Figure 1. Cell area per tile.
Scale: 3 px per um. 10 x 10 tiles, from black (low) to pale yellow (high), 0 to 100% covered.
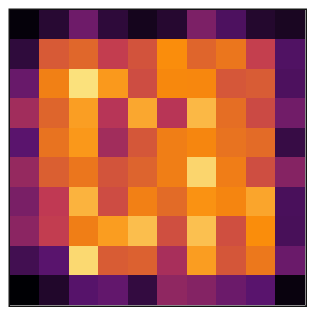
Figure 2. Zoomed window.
Window x 37 to 62, y 37 to 62 um. Cells in gray, sequential cells in the stronger gray; small squares are vias.
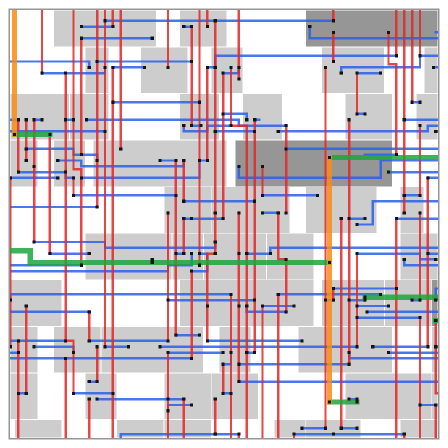
Figure 3. Clock nets.
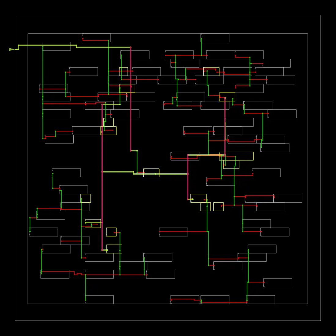
Figure 4. Placed cells, one color a class.
Scale: 4 px per um. Fill, decap, tap and diode cells in gray.
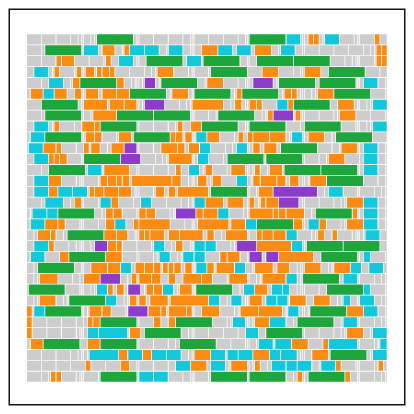
File: src/rtl/qbu_rx_smd_dispatch.sv
// Receive-side SMD decoder for frame preemption: strips preamble/SMD/frag-count
// and steers payload to the express or preemptable output register.

module qbu_rx_smd_outreg #(
  parameter int W = 25
) (
  input  logic         clk,
  input  logic         rst_n,
  input  logic         load,
  input  logic         ready,
  input  logic [W-1:0] din,
  output logic [W-1:0] dout,
  output logic         valid
);
  always_ff @(posedge clk or negedge rst_n) begin
    if (!rst_n) begin
      dout  <= '0;
      valid <= 1'b0;
    end else if (load) begin
      dout  <= din;
      valid <= 1'b1;
    end else if (valid && ready) begin
      valid <= 1'b0;
    end
  end
endmodule

module qbu_rx_smd_dispatch #(
  parameter int DWIDTH = 8
) (
  input  logic                i_clk,
  input  logic                i_rst_n,
  input  logic [DWIDTH-1:0]   i_rx_axis_data,
  input  logic                i_rx_axis_valid,
  input  logic                i_rx_axis_last,
  output logic                o_rx_axis_ready,
  output logic [DWIDTH-1:0]   o_emac_axis_data,
  output logic [15:0]         o_emac_axis_user,
  output logic [DWIDTH/8-1:0] o_emac_axis_keep,
  output logic                o_emac_axis_last,
  output logic                o_emac_axis_valid,
  input  logic                i_emac_axis_ready,
  output logic [DWIDTH-1:0]   o_pmac_axis_data,
  output logic [15:0]         o_pmac_axis_user,
  output logic [DWIDTH/8-1:0] o_pmac_axis_keep,
  output logic                o_pmac_axis_last,
  output logic                o_pmac_axis_valid,
  input  logic                i_pmac_axis_ready,
  output logic                o_smd_err,
  output logic [15:0]         o_err_cnt
);
  localparam int KW  = DWIDTH / 8;
  localparam int NCH = 2;

  typedef enum logic [2:0] {IDLE, PRE, FRAG, EXP, PMT, DROP} state_t;

  typedef struct packed {
    logic [DWIDTH-1:0] data;
    logic [15:0]       user;
    logic              last;
  } beat_t;

  state_t     state;
  logic [2:0] pre_cnt;
  logic       active;
  logic [1:0] act_frame, exp_frag, c_frame;
  logic [15:0] hdr;

  logic       acc, is55, err_now;
  logic       s_hit, c_hit, e_ok, s_ok, c_ok, f_ok;
  logic [1:0] s_idx, c_idx;

  beat_t                 in_beat;
  beat_t [NCH-1:0]       och;
  logic  [NCH-1:0]       ld, och_rdy, och_vld;

  // 0xE6/4C/7F/B3 serve as both SMD-S frame codes and fragment-count codes
  always_comb begin
    s_hit = 1'b1;
    s_idx = 2'd0;
    case (i_rx_axis_data)
      8'hE6:   s_idx = 2'd0;
      8'h4C:   s_idx = 2'd1;
      8'h7F:   s_idx = 2'd2;
      8'hB3:   s_idx = 2'd3;
      default: s_hit = 1'b0;
    endcase
    c_hit = 1'b1;
    c_idx = 2'd0;
    case (i_rx_axis_data)
      8'h61:   c_idx = 2'd0;
      8'h52:   c_idx = 2'd1;
      8'h9E:   c_idx = 2'd2;
      8'h2A:   c_idx = 2'd3;
      default: c_hit = 1'b0;
    endcase
  end

  assign is55 = (i_rx_axis_data == 8'h55);
  assign e_ok = (pre_cnt == 3'd7) && (i_rx_axis_data == 8'hD5);
  assign s_ok = (pre_cnt == 3'd7) && s_hit;
  assign c_ok = (pre_cnt == 3'd6) && c_hit;
  assign f_ok = s_hit && active && (c_frame == act_frame) && (s_idx == exp_frag);

  always_comb begin
    case (state)
      EXP:     o_rx_axis_ready = ~och_vld[0] | i_emac_axis_ready;
      PMT:     o_rx_axis_ready = ~och_vld[1] | i_pmac_axis_ready;
      default: o_rx_axis_ready = 1'b1;
    endcase
  end

  assign acc = i_rx_axis_valid & o_rx_axis_ready;

  always_comb begin
    err_now = 1'b0;
    if (acc) begin
      case (state)
        IDLE:    err_now = !is55;
        PRE:     err_now = i_rx_axis_last || (is55 ? (pre_cnt == 3'd7) : !(e_ok || s_ok || c_ok));
        FRAG:    err_now = i_rx_axis_last || !f_ok;
        default: err_now = 1'b0;
      endcase
    end
  end

  always_ff @(posedge i_clk or negedge i_rst_n) begin
    if (!i_rst_n) begin
      state     <= IDLE;
      pre_cnt   <= 3'd0;
      active    <= 1'b0;
      act_frame <= 2'd0;
      exp_frag  <= 2'd0;
      c_frame   <= 2'd0;
      hdr       <= 16'h0000;
      o_smd_err <= 1'b0;
      o_err_cnt <= 16'h0000;
    end else begin
      o_smd_err <= err_now;
      if (err_now && o_err_cnt != 16'hFFFF) o_err_cnt <= o_err_cnt + 16'd1;
      if (acc) begin
        case (state)
          IDLE: begin
            if (is55) begin
              state   <= PRE;
              pre_cnt <= 3'd1;
            end else if (!i_rx_axis_last) begin
              state <= DROP;
            end
          end
          PRE: begin
            if (i_rx_axis_last) state <= IDLE;
            else if (is55) begin
              if (pre_cnt == 3'd7) state <= DROP;
              else pre_cnt <= pre_cnt + 3'd1;
            end else if (e_ok) begin
              state <= EXP;
              hdr   <= 16'h0000;
            end else if (s_ok) begin
              state     <= PMT;
              active    <= 1'b1;
              act_frame <= s_idx;
              exp_frag  <= 2'd0;
              hdr       <= {2'b01, s_idx, 12'h000};
            end else if (c_ok) begin
              state   <= FRAG;
              c_frame <= c_idx;
            end else begin
              state <= DROP;
            end
          end
          FRAG: begin
            if (i_rx_axis_last) state <= IDLE;
            else if (f_ok) begin
              state    <= PMT;
              exp_frag <= exp_frag + 2'd1;
              hdr      <= {2'b10, c_frame, s_idx, 10'h000};
            end else begin
              state <= DROP;
            end
          end
          EXP, PMT, DROP: if (i_rx_axis_last) state <= IDLE;
          default: state <= IDLE;
        endcase
      end
    end
  end

  assign in_beat = '{data: i_rx_axis_data, user: hdr, last: i_rx_axis_last};
  assign ld[0]   = acc && (state == EXP);
  assign ld[1]   = acc && (state == PMT);
  assign och_rdy = {i_pmac_axis_ready, i_emac_axis_ready};

  for (genvar c = 0; c < NCH; c++) begin : g_ch
    qbu_rx_smd_outreg #(.W($bits(beat_t))) u_reg (
      .clk   (i_clk),
      .rst_n (i_rst_n),
      .load  (ld[c]),
      .ready (och_rdy[c]),
      .din   (in_beat),
      .dout  (och[c]),
      .valid (och_vld[c])
    );
  end

  assign o_emac_axis_data  = och[0].data;
  assign o_emac_axis_user  = och[0].user;
  assign o_emac_axis_last  = och[0].last;
  assign o_emac_axis_valid = och_vld[0];
  assign o_emac_axis_keep  = {KW{och_vld[0]}};
  assign o_pmac_axis_data  = och[1].data;
  assign o_pmac_axis_user  = och[1].user;
  assign o_pmac_axis_last  = och[1].last;
  assign o_pmac_axis_valid = och_vld[1];
  assign o_pmac_axis_keep  = {KW{och_vld[1]}};

endmodule

File: config.mk
export PLATFORM = sky130hd
export DESIGN_NAME = qbu_rx_smd_dispatch
export DESIGN_NICKNAME = d
export VERILOG_FILES = /design/src/rtl/qbu_rx_smd_dispatch.sv
export SDC_FILE = /design/constraint.sdc
export NUM_CORES = 1
export LEC_CHECK = 0
export CAP_MARGIN = 20
export CORE_MARGIN = 4
export CORE_UTILIZATION = 46
export DETAILED_ROUTE_END_ITERATION = 10
export PLACE_DENSITY_LB_ADDON = 0.08
export SLEW_MARGIN = 40
export SYNTH_ARGS = -nofsm -noshare
export SYNTH_HDL_FRONTEND = slang
export SYNTH_SLANG_ARGS = --single-unit
File: constraint.sdc
create_clock -name i_clk -period 2.7 [get_ports i_clk]
set_clock_uncertainty 0.2 [all_clocks]
set_input_delay 0.54 -clock i_clk [delete_from_list [all_inputs] [get_ports i_clk]]
set_output_delay 0.54 -clock i_clk [all_outputs]
set_load 0.01 [all_outputs]
==> results.toml <==
# implementation run metrics
[floorplanning]
rows = 32
die_w_um = 98.47
fp-utilization_pct = 47.98
die_height_um = 98.47
dieArea_sq_um = 9696
coreArea_sq_um = 7848
num_io_pins = 86

[power]
p_total_uw = 3218
switching_share_pct = 32.28
p_seq_uw = 1290
power_leader = "sequential cells"
power_frac_seq_pct = 40.0
p_int_uw = 2179
p_switching_uw = 1039
comb_power_share_pct = 32.4
comb-power_uw = 1040
p_per_area_nw_per_um2 = 641.2
power_leakage_uw = 0.002308
ir_drop_mv = 0.4583
pwr-share-clk_pct = 27.6

[final_layout]
antennaDiodeCount = 0
drive_gt1_share_pct = 30.94
finalNonFillerCells = 548
final_util_pct = 63.95
nets = 459
syn_to_final_growth_pct = 33.30
final_cell_mix = "dfrtp_1, clkdlybuf4s50_1, buf_4, mux2_2, nand2_1"
lay_top_count = "dfrtp_1"
stdcell_area_sq_um = 5019

[synthesis]
edf_count = 0
ys_cells = 330
ys_warn_count = 0
aoi_share_pct = 11.67
ys_sh_simple_pct = 18.25
syn_area_sq_um = 3765
avgSynthCellArea_sq_um = 11.41
logic_family = "simple AND/OR/NAND/NOR gates"
ys_chip_area_sq_um = 3765
yosys.area_share.adder_pct = 1.329
syn-instance-count = 330
synth_flop_count = 68
synth-main-ff-cell = "dfrtp_1"
yosysSeqAreaShare_pct = 45.20
synth-async-reset-ratio_pct = 100.0
ys_sh_mux_pct = 11.33
ys_sh_xor_pct = 4.819
yosysUniqueCellTypes = 63

[timing]
tns_ns = 0
finalMaxSlewViolations = 0
fmax_mhz = 380.0
hold_viol = 0
finalSetupViolations = 0
whs_ns = 0.2890
fin_ws_ns = 0.06824
fin_crit_sh_pct = 97.47
tightestPinTransition_ns = 0.5757
relSlewSlack_pct = 61.62
post-route-min-period_ns = 2.632

[clocking]
cts_setup_buffers = 3
cts_resized = 17
cts-htree-levels = 3
cts_buffers = 9
clkTransAtPathRegs_ns = 0.09
cts_max_path_buffers = 2
clockRootBuffer = "clkbuf_8"
cts_hold_buf = 1
cts_tree = "done"

[route]
routed_wl_um = 8437
drt-pass1-iter-count = 4
postRouteAntennaNets = 0
avgViaCountPerCell = 5.257
drc = 0
wl_met3_um = 374
wl_met1_um = 3836
highest-signal-layer = "met4"
routed-via-count = 2881
routedWlPerCell_um = 15.40
drt-initial-drc-count = 117
wl_met2_um = 4113

[setup_path]
end_kind = "flip-flop"
path_depth = 10
path_delay_family = "AND-OR/OR-AND gates"
cp_slowest_cell = "a211o_4"
timing.rr.start = "pre_cnt[0]"
crit_type = "in2reg"
r2r-end = "o_err_cnt[15]"
reg2regPathDepth = 8
reg2reg_slack_ns = 0.15
required_ns = 2.77
critPathLaunchType = "input port"
cp-startpoint = "i_rx_axis_data[0]"
max_stage_delay_ns = 0.40
crit_chain = "clkdlybuf4s15_1 -> buf_6 -> buf_6 -> and4bb_1 -> o2111a_2 -> o311ai_4 -> o211ai_4 -> a211o_4 -> nor3_4 -> xor2_1"
cp.arrival_ns = 2.70
path_buffers = 3
path_common_cell = "buf_6"
worstSetupEndpoint = "o_err_cnt[15]"
crit_fanout = 6

[grt]
grt_use_total_pct = 17.89
grt_overflow = 0
grt_pass1_vias = 2962
antenna_found_initial = 0
grt_max_degree = 46
grt_pass1_wl_um = 14270

[place]
hpwlAfterDp_um = 6052
io_buffers = 65
dp_cells = 526
dp_worst_setup_slack_ns = -0.5801
routabilityCongestion = 0.8800
dpl-instance-area_sq_um = 4736

[worst_hold_path]
hold_class = "reg2reg"
holdPathEnd = "g_ch[0].u_reg.dout[18]"
hp-start = "g_ch[0].u_reg.dout[18]"
holdPathStages = 2

[job]
warnings = 27
max-cap-violations = 0

[outcome]
status = "complete, no violations"
-- Figure 1 (at the start) --
The mean over all tiles is 50%. 17% of the tiles are over 75% full. The densest ninth of the die: center. The fullest tile reaches 93%.

-- Figure 2 (at the start) --
Key: met4 = orange; met2 = red; met1 = blue; met3 = green
Most frequent: buf_4 (9). Netlist names of flops here include c_frame (2). Sequential cells in the window: 2. 37 logic cells have their middle in the window.

-- Figure 3 (at the start) --
Clk power: 889 uW
clkbuf count: 9
clk sinks: 68
Worst-Skew Late Latency: 0.35 ns

-- Figure 4 (at the start) --
Key: flops = green [cells 68, share of their area 35%]; all other logic = orange [cells 246, share of their area 39%]; other buffers and delay cells = cyan [cells 116, share of their area 22%]; clock drivers and dummy loads = purple [cells 16, share of their area 4.2%]

-- synthesized netlist by cell type (2+ instances only) --
cell      count  share of area [%]
or3_1         2               0.33
and3b_1       2               0.47
and4bb_1      2               0.66
buf_4        23                4.6
mux2_2       35                 10
mux2_1        2               0.60
nand2b_1     10                1.7
xnor2_2       2               0.86
a22o_1        4               0.93
a32oi_1       2               0.47
nor2_1       10                1.0
and3_1        6                1.0
o21ai_0      14                1.9
and4b_1       2               0.53
xnor2_1       8                1.9
o211ai_4      2                1.1
nand3_1      13                1.7
clkbuf_1      4               0.40
o211ai_1      2               0.40
a21oi_1       5               0.66
nor2b_1       2               0.33
nor4b_1       2               0.47
a31oi_1       2               0.33
buf_2         4               0.53
nor3_2        5                1.3
nand4_1       3               0.50
nand2_1      29                2.9
nand4b_1      2               0.47
inv_1         7               0.70
dfrtp_1      68                 45
xor2_1        9                2.1
nor3_1       10                1.3
a311oi_1      2               0.47
buf_6         3               0.90
ha_1          4                1.3
-- metal layers --
| layer | vias to the layer above | GRT usage, % |
|---|---|---|
| met1 | 1423 | 23.51 |
| met4 | 0 | 5.987 |
| met2 | 77 | 29.75 |
| met5 | - | 0 |
| met3 | 12 | 3.539 |
| li1 | 1369 | - |
-- flip-flops by register name, summed over array words and instances (netlist names) --
| name | flops |
|---|---|
| g_ch.u_reg.dout | 30 |
| g_ch.u_reg.valid | 2 |
| active | 1 |
| pre_cnt | 3 |
| exp_frag | 2 |
| act_frame | 2 |
| c_frame | 2 |
| state | 3 |
| hdr | 6 |
| o_err_cnt | 16 |
| o_smd_err | 1 |
-- cell type report --
cell class	instances	area (sq um)
fillers	646	2829
multi-input cells	239	1901
flip-flops and latches	68	1702
repair buffers	116	1057
well taps	102	127.6
clock buffers	9	123.9
clock inverters	7	81.33
inverters	7	26.28
Power and IR drop assume default switching activity.
